Design mem_access_unit, sky130hd; sources not shown.
Figure 1. Selected gate families.
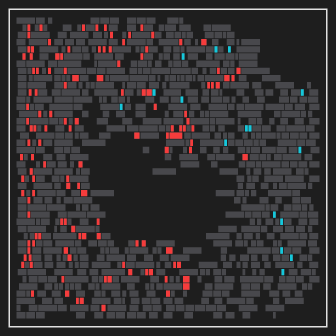
[red] nand cells | cells: 126
[cyan] inv cells | cells: 16
logic share of the area: 31.6%
Cell Count, Final, Fillers Out: 1025

Figure 2. Clock routing.
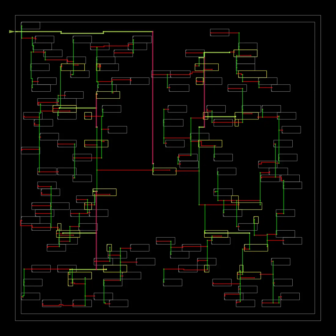
flop count: 115
clk_skew: 0.00622 ns
Clock Latency Late Sink: 0.41 ns
clock buffers: 17
power in the clock group: 2.99 mW

Figure 3. Floorplan with the power grid.
Pins as bars on the die edge.
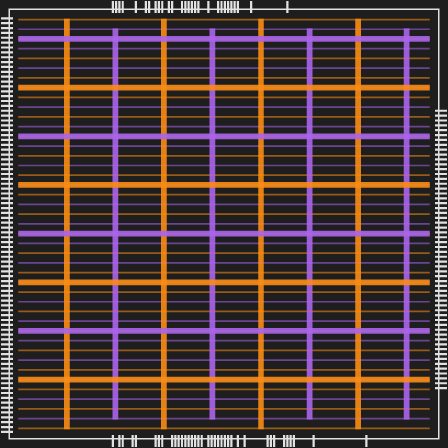
[purple] VDD
[orange] VSS
met4 straps: 8
met1 rails: 43
signal pins: 209
met5 straps: 8
rows: 42
Die Wd: 120 µm
die height: 120 µm
IR drop worst, VDD: 0.598 mV
Core Footprint: 13100 µm²

Figure 4. Sequential cells grouped by signal name.
Other sequential cells in the stronger gray, the rest of the logic in the fainter gray.
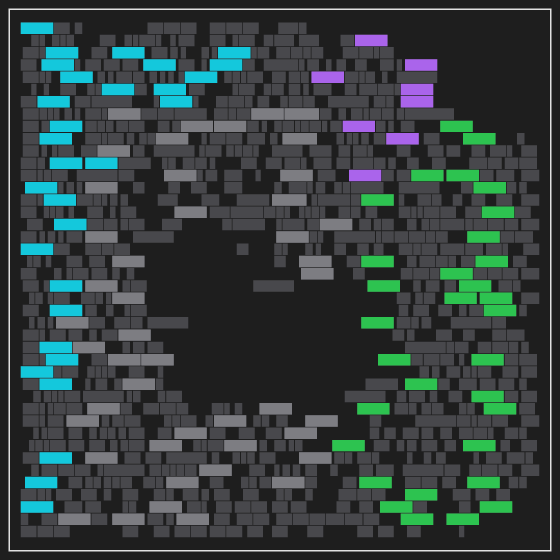
[green] `rdata_r` | flops: 32 | where: a column on the right
[cyan] `bus_addr_out` | flops: 30
[purple] `tmo_cnt_r` | flops: 8
not colored: 45
P_seq: 2.70 mW
sequential cell area: 2310 µm²
Seq/total area: 27.6%
Layout Utilization: 63.7%

Figure 5. M1 wires.
Supply wires on this layer in gray.
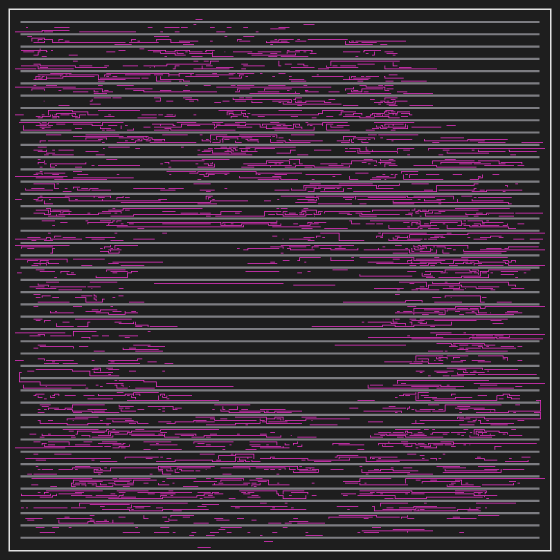
main direction: horizontal
share of all routed wire: 40%
longest straight run: 30.8 µm
nets with wire on the layer: 824
wire length on this layer: 6780 µm
routed wire length: 16900 µm
Via Count: 5360
M1 GR Usage: 26.5%

==> results.cfg <==
; implementation run metrics
[run_status]
outcome = finished, violations left
violations = setup timing

[worst_hold_path]
hold_path_class = flop to flop
hold-path-cell-count = 2

[detailed_routing]
antenna_left = 0
drt_iter0_drc = 277
m1WireLength_um = 6780
wl_met2_um = 8070
wire_per_inst_um = 16.5
maxUsedRoutingLayer = met5
dr.pass1.iters = 5
wl_met3_um = 1740
drt_drc_violations_left = 0
via_per_inst = 5.23

[pwr]
switchingPower_mw = 1.69
p_int_mw = 5.09
powerDensity_nw_per_um2 = 810
switching_share_pct = 25.0
p_leak_nw = 3.38
comb_power_share_pct = 16.1
seqPwrFrac_pct = 39.8
clkPwrFrac_pct = 44.1

[setup_path]
r2r_slack_ns = 0.07
path_buffers = 3
cp-end-kind = output port
path_depth = 5
worstPathArrival_ns = 1.46
critPathKind = flop to output port
critPathMaxFanout = 8
start_kind = flop
r2r_cells = 6
cp_top_family = buffers and inverters
critical-path-max-stage-delay_ns = 0.32
required_ns = 1.35
cp_slowest_cell = dfxtp_2
crit_chain = nor2b_4 > buf_6 > clkbuf_16 > and2_4 > clkbuf_2

[grt]
track_usage_pct = 23.9
grt_pass1_wl_um = 26900
antenna_found_initial = 1
overflow = 0
use_met3_pct = 10.6
grt_max_degree = 46
grt_pass1_vias = 5327
use_met2_pct = 39.4
grt_busiest_layer = met2

[timing]
rsz0062_at_grt = yes
finalHoldViolCount = 0
slew_violations = 0
period_used_pct = 106
slew-limit-headroom_pct = 60.4
worst_slack_ns = -0.108
fmax_ghz = 0.524
fin_crit_ns = 1.91
tns_ns = -1.46
worst_pin_slew_ns = 0.591
final-setup-viol-count = 19

[clocking]
ctsLongestPathBuffers = 2
clkSinkCount = 115
root_buffer = clkbuf_16
cts_buffers = 17
cts_tree = done
htreeDepth = 4
clkSlewWorstSetupHoldPaths_ns = 0.05

[floorplan]
die-area_um2 = 14300
tap-cell-count = 176
initial_utilization_pct = 39.7
io_pins = 209
rows = 42

[yosys]
syn_avg_cell_area_um2 = 8.68
yosysWarnings = 0
synthCells = 601
synth_flops = 115
edf_count = 0
yosysCellCount = 601
postSynthSeqShare_pct = 44.2
top_area_cell = dfxtp_1
syn-cell-area_um2 = 5210
netlist.area_leader.share_pct = 44.2
synth.distinct_cells = 60
synthArstFlopShare_pct = 0
ys_top_cells_by_count = dfxtp_1 (115), nand2_1 (92), a21oi_1 (65)
synth_top_flop_cell = dfxtp_1
area_leaders = dfxtp_1 (44%), nand2_1 (6.6%), a21oi_1 (6.2%)
synth-area-yosys_um2 = 5210
yosysMostFrequentCell = dfxtp_1

[place]
place_ws_ns = -0.674
placedInstanceArea_um2 = 7710
hpwl_um = 11700
dpl.cell_count = 987
port_buffers = 206

[job]
tool_warnings = 27
cap_violations = 0

[layout]
finalInstanceArea_um2 = 8370
buf_share_pct = 31.2
nets = 942
drive_above_1_share_pct = 20.7
logic_gates = 418
fill_cells = 1100
layout.area.comb_um2 = 2640
largest_class = logic gates
synthToLayoutAreaGrowth_pct = 60.5
num_antenna_cells = 0
inverters_excl_clock = 16
buffers = 269
clkCellAreaFrac_pct = 6.28
kinds of logic after synthesis:
family / after synthesis / synth area share, %
other: 1 / 0.0719
flip-flops: 115 / 44.2
AND-OR/OR-AND: 177 / 23.6
XOR/XNOR: 5 / 0.840
AND/OR/NAND/NOR: 214 / 20.6
multiplexers: 18 / 3.46
buffers and inverters: 69 / 6.86
adder cells (fa/ha/maj): 2 / 0.432
per-stage QoR:
stage	hold WS (ns)	total power, mW
floorplan	0.418	3.09
finish	0.445	6.78
global route	0.463	7.06
global placement	0.425	3.80
CTS	0.446	6.83
detailed placement	0.434	3.82
cell usage in the layout (no fill, tap or decap), types with 7 or more instances in the layout:
cell type	count
buf_4	47
buf_12	7
mux2i_1	18
a211oi_1	11
o2bb2ai_1	8
clkdlybuf4s50_1	160
a21oi_1	65
o211ai_1	8
nor2_1	12
buf_2	10
a22o_1	18
o21ai_0	17
clkbuf_16	18
and2_4	23
nand2_1	92
inv_1	17
nor3_1	19
and2_1	10
nand3_1	22
dfxtp_1	112
nor2b_1	10
clkbuf_2	9
buf_6	28
a32o_1	8
a21o_1	8
repair_timing:
action | 4_1_cts | 5_1_grt
buffers inserted | 6 | 2
pin swaps | 7 | 18
cloned | 2 | 1
resized | 135 | 74
endpoints found under the setup margin | 48 | 114
hold buffers | 0 | 0
power by group through the flow:
stage / sequential, mW / clock [mW] / combinational (mW)
2_1_floorplan: 2.76 / 0 / 0.334
3_3_place_gp: 2.74 / 0 / 1.06
4_1_cts: 2.70 / 3.04 / 1.09
3_5_place_dp: 2.75 / 0 / 1.07
6_report: 2.70 / 2.99 / 1.09
5_1_grt: 2.71 / 3.17 / 1.18
Power figures rest on the tool's default switching activity, not on a simulated workload.
